==> src/rtl/add_rs_if.sv <==
// Issue, CDB, adder-completion and dispatch bundle for the add/sub reservation station.
interface add_rs_if #(
   parameter int ENTRIES = 3,
   parameter int XLEN    = 32,
   parameter int TAGW    = 3
);
   localparam int CNTW = $clog2(ENTRIES + 1);

   logic            issue_valid;
   logic            issue_ready;
   logic [6:0]      issue_fun7;
   logic [XLEN-1:0] issue_val1;
   logic [XLEN-1:0] issue_val2;
   logic            issue_rdy1;
   logic            issue_rdy2;
   logic [TAGW-1:0] issue_tag1;
   logic [TAGW-1:0] issue_tag2;
   logic [TAGW-1:0] issue_des;
   logic            cdb_valid;
   logic [TAGW-1:0] cdb_tag;
   logic [XLEN-1:0] cdb_data;
   logic            adder_done;
   logic [XLEN-1:0] data1;
   logic [XLEN-1:0] data2;
   logic [TAGW-1:0] des;
   logic [6:0]      fun7;
   logic            fla;
   logic [CNTW-1:0] count;

   modport master (
      output issue_valid, issue_fun7, issue_val1, issue_val2, issue_rdy1, issue_rdy2,
             issue_tag1, issue_tag2, issue_des, cdb_valid, cdb_tag, cdb_data, adder_done,
      input  issue_ready, data1, data2, des, fun7, fla, count
   );

   modport slave (
      input  issue_valid, issue_fun7, issue_val1, issue_val2, issue_rdy1, issue_rdy2,
             issue_tag1, issue_tag2, issue_des, cdb_valid, cdb_tag, cdb_data, adder_done,
      output issue_ready, data1, data2, des, fun7, fla, count
   );
endinterface

==> src/rtl/add_rs_station.sv <==
// Add/sub reservation station: holds issued ops, snoops the CDB, fires one ready op at a time.
// Optional macro RS_WAKE_BYPASS_EN lets a slot woken by the CDB dispatch in the same cycle.
module add_rs_station #(
   parameter int ENTRIES = 3,
   parameter int XLEN    = 32,
   parameter int TAGW    = 3
) (
   input logic    clk1,
   input logic    rst,
   add_rs_if.slave rs
);
   localparam int CNTW = $clog2(ENTRIES + 1);
   localparam int IDXW = (ENTRIES > 1) ? $clog2(ENTRIES) : 1;

   typedef enum logic [0:0] {IDLE = 1'b0, BUSY = 1'b1} state_t;

   logic [ENTRIES-1:0] valid_q, valid_d;
   logic [ENTRIES-1:0] r1_q, r1_d, r2_q, r2_d;
   logic [6:0]         fun7_q [ENTRIES];
   logic [6:0]         fun7_d [ENTRIES];
   logic [XLEN-1:0]    v1_q [ENTRIES];
   logic [XLEN-1:0]    v1_d [ENTRIES];
   logic [XLEN-1:0]    v2_q [ENTRIES];
   logic [XLEN-1:0]    v2_d [ENTRIES];
   logic [TAGW-1:0]    t1_q [ENTRIES];
   logic [TAGW-1:0]    t1_d [ENTRIES];
   logic [TAGW-1:0]    t2_q [ENTRIES];
   logic [TAGW-1:0]    t2_d [ENTRIES];
   logic [TAGW-1:0]    sdes_q [ENTRIES];
   logic [TAGW-1:0]    sdes_d [ENTRIES];
   logic [CNTW-1:0]    count_q, count_d;

   state_t             state_q;
   logic               fla_q;
   logic [XLEN-1:0]    data1_q, data2_q;
   logic [TAGW-1:0]    des_q;
   logic [6:0]         fun7o_q;

   logic [ENTRIES-1:0] wake1_s, wake2_s, elig_s;
   logic [IDXW-1:0]    disp_idx_s, free_idx_s;
   logic               disp_ok_s, issue_ready_s, iss_ok_s, cap1_s, cap2_s;
   logic [XLEN-1:0]    disp_v1_s, disp_v2_s;

   // Wakeup match, eligibility, and lowest-index selection for dispatch and issue.
   always_comb begin
      disp_idx_s = {IDXW{1'b0}};
      free_idx_s = {IDXW{1'b0}};
      for (int i = 0; i < ENTRIES; i++) begin
         wake1_s[i] = valid_q[i] && !r1_q[i] && rs.cdb_valid && (t1_q[i] == rs.cdb_tag);
         wake2_s[i] = valid_q[i] && !r2_q[i] && rs.cdb_valid && (t2_q[i] == rs.cdb_tag);
`ifdef RS_WAKE_BYPASS_EN
         elig_s[i]  = valid_q[i] && (r1_q[i] || wake1_s[i]) && (r2_q[i] || wake2_s[i]);
`else
         elig_s[i]  = valid_q[i] && r1_q[i] && r2_q[i];
`endif
      end
      for (int i = ENTRIES - 1; i >= 0; i--) begin
         disp_idx_s = elig_s[i]   ? IDXW'(i) : disp_idx_s;
         free_idx_s = !valid_q[i] ? IDXW'(i) : free_idx_s;
      end
      disp_ok_s     = (state_q == IDLE) && (|elig_s);
      issue_ready_s = !(&valid_q);
      iss_ok_s      = rs.issue_valid && issue_ready_s;
      cap1_s        = rs.cdb_valid && (rs.cdb_tag == rs.issue_tag1);
      cap2_s        = rs.cdb_valid && (rs.cdb_tag == rs.issue_tag2);
`ifdef RS_WAKE_BYPASS_EN
      // A source still pending in the registered copy is being delivered on the CDB right now.
      disp_v1_s = r1_q[disp_idx_s] ? v1_q[disp_idx_s] : rs.cdb_data;
      disp_v2_s = r2_q[disp_idx_s] ? v2_q[disp_idx_s] : rs.cdb_data;
`else
      disp_v1_s = v1_q[disp_idx_s];
      disp_v2_s = v2_q[disp_idx_s];
`endif
   end

   // Slot next state: CDB wakeup, free on dispatch, then write of a newly issued op.
   always_comb begin
      valid_d = valid_q;
      r1_d    = r1_q;
      r2_d    = r2_q;
      fun7_d  = fun7_q;
      v1_d    = v1_q;
      v2_d    = v2_q;
      t1_d    = t1_q;
      t2_d    = t2_q;
      sdes_d  = sdes_q;
      count_d = {CNTW{1'b0}};
      for (int i = 0; i < ENTRIES; i++) begin
         if (wake1_s[i]) begin
            v1_d[i] = rs.cdb_data;
            r1_d[i] = 1'b1;
         end else begin
            v1_d[i] = v1_q[i];
         end
         if (wake2_s[i]) begin
            v2_d[i] = rs.cdb_data;
            r2_d[i] = 1'b1;
         end else begin
            v2_d[i] = v2_q[i];
         end
         if (disp_ok_s && (disp_idx_s == IDXW'(i))) begin
            valid_d[i] = 1'b0;
         end else begin
            valid_d[i] = valid_q[i];
         end
         if (iss_ok_s && (free_idx_s == IDXW'(i))) begin
            valid_d[i] = 1'b1;
            fun7_d[i]  = rs.issue_fun7;
            sdes_d[i]  = rs.issue_des;
            t1_d[i]    = rs.issue_tag1;
            t2_d[i]    = rs.issue_tag2;
            r1_d[i]    = rs.issue_rdy1 || cap1_s;
            r2_d[i]    = rs.issue_rdy2 || cap2_s;
            v1_d[i]    = (!rs.issue_rdy1 && cap1_s) ? rs.cdb_data : rs.issue_val1;
            v2_d[i]    = (!rs.issue_rdy2 && cap2_s) ? rs.cdb_data : rs.issue_val2;
         end else begin
            fun7_d[i]  = fun7_q[i];
         end
         count_d = count_d + (valid_d[i] ? CNTW'(1) : CNTW'(0));
      end
   end

   // Slot storage and occupancy count.
   always_ff @(posedge clk1 or posedge rst) begin
      if (rst) begin
         valid_q <= {ENTRIES{1'b0}};
         r1_q    <= {ENTRIES{1'b0}};
         r2_q    <= {ENTRIES{1'b0}};
         count_q <= {CNTW{1'b0}};
         for (int i = 0; i < ENTRIES; i++) begin
            fun7_q[i] <= 7'd0;
            v1_q[i]   <= {XLEN{1'b0}};
            v2_q[i]   <= {XLEN{1'b0}};
            t1_q[i]   <= {TAGW{1'b0}};
            t2_q[i]   <= {TAGW{1'b0}};
            sdes_q[i] <= {TAGW{1'b0}};
         end
      end else begin
         valid_q <= valid_d;
         r1_q    <= r1_d;
         r2_q    <= r2_d;
         count_q <= count_d;
         fun7_q  <= fun7_d;
         v1_q    <= v1_d;
         v2_q    <= v2_d;
         t1_q    <= t1_d;
         t2_q    <= t2_d;
         sdes_q  <= sdes_d;
      end
   end

   // Dispatch FSM: fire once from IDLE, then wait in BUSY for the adder to complete.
   always_ff @(posedge clk1 or posedge rst) begin
      if (rst) begin
         state_q <= IDLE;
         fla_q   <= 1'b0;
         data1_q <= {XLEN{1'b0}};
         data2_q <= {XLEN{1'b0}};
         des_q   <= {TAGW{1'b0}};
         fun7o_q <= 7'd0;
      end else begin
         case (state_q)
            IDLE: begin
               if (disp_ok_s) begin
                  data1_q <= disp_v1_s;
                  data2_q <= disp_v2_s;
                  des_q   <= sdes_q[disp_idx_s];
                  fun7o_q <= fun7_q[disp_idx_s];
                  fla_q   <= 1'b1;
                  state_q <= BUSY;
               end else begin
                  fla_q   <= 1'b0;
               end
            end
            BUSY: begin
               fla_q <= 1'b0;
               if (rs.adder_done) begin
                  state_q <= IDLE;
               end else begin
                  state_q <= BUSY;
               end
            end
            default: begin
               fla_q   <= 1'b0;
               state_q <= IDLE;
            end
         endcase
      end
   end

   assign rs.issue_ready = issue_ready_s;
   assign rs.count       = count_q;
   assign rs.fla         = fla_q;
   assign rs.data1       = data1_q;
   assign rs.data2       = data2_q;
   assign rs.des         = des_q;
   assign rs.fun7        = fun7o_q;
endmodule

==> src/flat_wrapper.sv <==
// flat-port wrapper written by rule: the top's interface ports become plain ports
module add_rs_station_flat 
#(
   parameter int ENTRIES = 3,
   parameter int XLEN    = 32,
   parameter int TAGW    = 3
)
  (clk1, rst, rs_issue_valid, rs_issue_fun7, rs_issue_val1, rs_issue_val2, rs_issue_rdy1, rs_issue_rdy2, rs_issue_tag1, rs_issue_tag2, rs_issue_des, rs_cdb_valid, rs_cdb_tag, rs_cdb_data, rs_adder_done, rs_issue_ready, rs_data1, rs_data2, rs_des, rs_fun7, rs_fla, rs_count);
  add_rs_if #(.ENTRIES(ENTRIES), .XLEN(XLEN), .TAGW(TAGW)) rs_i ();
  input logic clk1;
  input logic rst;
  input wire logic [$bits(rs_i.issue_valid)-1:0] rs_issue_valid;
  input wire logic [$bits(rs_i.issue_fun7)-1:0] rs_issue_fun7;
  input wire logic [$bits(rs_i.issue_val1)-1:0] rs_issue_val1;
  input wire logic [$bits(rs_i.issue_val2)-1:0] rs_issue_val2;
  input wire logic [$bits(rs_i.issue_rdy1)-1:0] rs_issue_rdy1;
  input wire logic [$bits(rs_i.issue_rdy2)-1:0] rs_issue_rdy2;
  input wire logic [$bits(rs_i.issue_tag1)-1:0] rs_issue_tag1;
  input wire logic [$bits(rs_i.issue_tag2)-1:0] rs_issue_tag2;
  input wire logic [$bits(rs_i.issue_des)-1:0] rs_issue_des;
  input wire logic [$bits(rs_i.cdb_valid)-1:0] rs_cdb_valid;
  input wire logic [$bits(rs_i.cdb_tag)-1:0] rs_cdb_tag;
  input wire logic [$bits(rs_i.cdb_data)-1:0] rs_cdb_data;
  input wire logic [$bits(rs_i.adder_done)-1:0] rs_adder_done;
  output wire logic [$bits(rs_i.issue_ready)-1:0] rs_issue_ready;
  output wire logic [$bits(rs_i.data1)-1:0] rs_data1;
  output wire logic [$bits(rs_i.data2)-1:0] rs_data2;
  output wire logic [$bits(rs_i.des)-1:0] rs_des;
  output wire logic [$bits(rs_i.fun7)-1:0] rs_fun7;
  output wire logic [$bits(rs_i.fla)-1:0] rs_fla;
  output wire logic [$bits(rs_i.count)-1:0] rs_count;
  assign rs_i.issue_valid = rs_issue_valid;
  assign rs_i.issue_fun7 = rs_issue_fun7;
  assign rs_i.issue_val1 = rs_issue_val1;
  assign rs_i.issue_val2 = rs_issue_val2;
  assign rs_i.issue_rdy1 = rs_issue_rdy1;
  assign rs_i.issue_rdy2 = rs_issue_rdy2;
  assign rs_i.issue_tag1 = rs_issue_tag1;
  assign rs_i.issue_tag2 = rs_issue_tag2;
  assign rs_i.issue_des = rs_issue_des;
  assign rs_i.cdb_valid = rs_cdb_valid;
  assign rs_i.cdb_tag = rs_cdb_tag;
  assign rs_i.cdb_data = rs_cdb_data;
  assign rs_i.adder_done = rs_adder_done;
  assign rs_issue_ready = rs_i.issue_ready;
  assign rs_data1 = rs_i.data1;
  assign rs_data2 = rs_i.data2;
  assign rs_des = rs_i.des;
  assign rs_fun7 = rs_i.fun7;
  assign rs_fla = rs_i.fla;
  assign rs_count = rs_i.count;
  add_rs_station #(.ENTRIES(ENTRIES), .XLEN(XLEN), .TAGW(TAGW)) u_core (.clk1(clk1), .rst(rst), .rs(rs_i));
endmodule
==> config.mk <==
export PLATFORM = sky130hd
export DESIGN_NAME = add_rs_station_flat
export DESIGN_NICKNAME = d
export VERILOG_FILES = /design/src/rtl/add_rs_if.sv /design/src/rtl/add_rs_station.sv /design/src/flat_wrapper.sv
export SDC_FILE = /design/constraint.sdc
export NUM_CORES = 1
export LEC_CHECK = 0
export CAP_MARGIN = 40
export CORE_UTILIZATION = 58
export DETAILED_ROUTE_END_ITERATION = 12
export PLACE_DENSITY = 0.85
export SLEW_MARGIN = 10
export SYNTH_ARGS = -nofsm -noshare
export SYNTH_HDL_FRONTEND = slang
export SYNTH_SLANG_ARGS = --single-unit
==> constraint.sdc <==
create_clock -name clk1 -period 41 [get_ports clk1]
set_input_delay 12.3 -clock clk1 [delete_from_list [all_inputs] [get_ports clk1]]
set_output_delay 12.3 -clock clk1 [all_outputs]
set_load 0.05 [all_outputs]
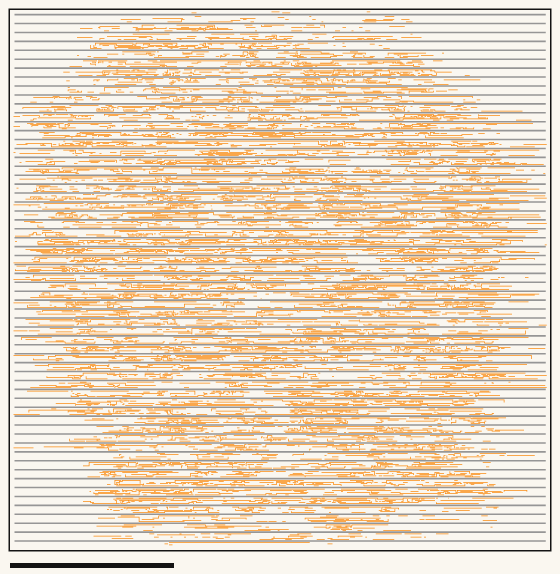
(M1 wires)
Bar = 50 um. Supply wires on this layer in gray.
The layer carries 18600 um of wire. The wires run mostly horizontal.

==> flow_summary_export.csv <==
group,metric,value,unit
outcome,status,"finished clean",
power_and_ir_drop,power_switching,0.703,mW
detailed_routing,wirelength,48700,um
timing,max_slew.worst_pin.slew,0.955,ns
timing,hold_viol,0,
grt,grt.met1_usage,49.0,%
setup_path,worstReg2RegStart,"u_core.valid_q[0]",
synthesis,yosys.area.top_type,"dfrtp_1",
clock_tree,clock_latency,0.52,ns
synthesis,ys_cells,1422,
detailed_routing,drt-initial-drc-count,1801,
synthesis,ys_sh_mux,4.83,%
final_layout,final_util,73.0,%
grt,grt_use_met3,8.54,%
placement,place_inst,1858,
clock_tree,cts.sinks,327,
floorplan,rows,59,
setup_path,critPathMaxStageDelay,0.85,ns
grt,use_met2,57.0,%
placement,hpwlAfterDp,28600,um
power_and_ir_drop,pwr-share-clk,19.6,%
detailed_routing,detail-route-antenna-nets,0,
setup_path,cp-end-kind,"flip-flop",
synthesis,yosysWarnings,0,
detailed_routing,drt-met1-wl,18600,um
floorplan,dieWidth,165,um
hold_path,hold_depth,2,
detailed_routing,wl_met3,5200,um
setup_path,crit_cells,7,
final_layout,synthToLayoutAreaGrowth,23.6,%
power_and_ir_drop,p_seq_share,35.2,%
clock_tree,numCtsBuffers,34,
detailed_routing,wl_per_cell,25.4,um
synthesis,ys_types,41,
clock_tree,cts_tree,"done",
synthesis,logic_family,"AND-OR/OR-AND gates",
grt,grt_start_max_net_pins,91,
setup_path,timing_worst_setup_path_type,"input port to flip-flop",
grt,busiest_layer,"met2",
setup_path,cp-start-kind,"input port",
floorplan,ios,200,
floorplan,chipArea,27100,um^2
power_and_ir_drop,intPower,0.977,mW
placement,gp_congestion,0.849,
synthesis,syn-num-nets,1545,
detailed_routing,num_vias,13404,
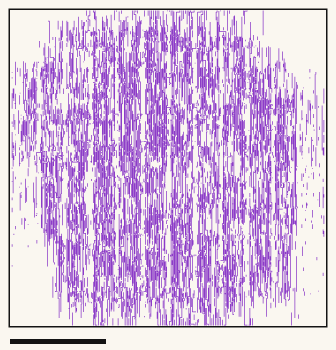
(M2 wires)
Bar = 50 um.
1500 nets have wire on it. The layer holds 47% of the routed length. The wires run mostly vertical. The layer carries 22.9 mm of wire.

cell usage in the layout (no fill, tap or decap), drive strengths merged, types with 10 or more instances in the layout:
cell	count
a211oi	74
a21oi	70
buf	40
clkbuf	51
clkdlybuf4s50	199
dfrtp	327
inv	37
mux2i	74
nand2	148
nor2	79
nor4	82
o21ai	10
o221a	128
o22ai	65
or3	128
xor2	24
cell type report:
cell class / instances / area (um^2) / share of cell area, %
diodes: 2 / 5.00 / 0.0264
clock buffers: 50 / 1070 / 5.67
clock inverters: 8 / 115 / 0.607
inverters: 37 / 146 / 0.772
multi-input cells: 920 / 6470 / 34.1
flip-flops and latches: 327 / 8180 / 43.2
well taps: 335 / 419 / 2.21
repair buffers: 240 / 2550 / 13.4
Power is estimated from default activity; no workload was simulated.
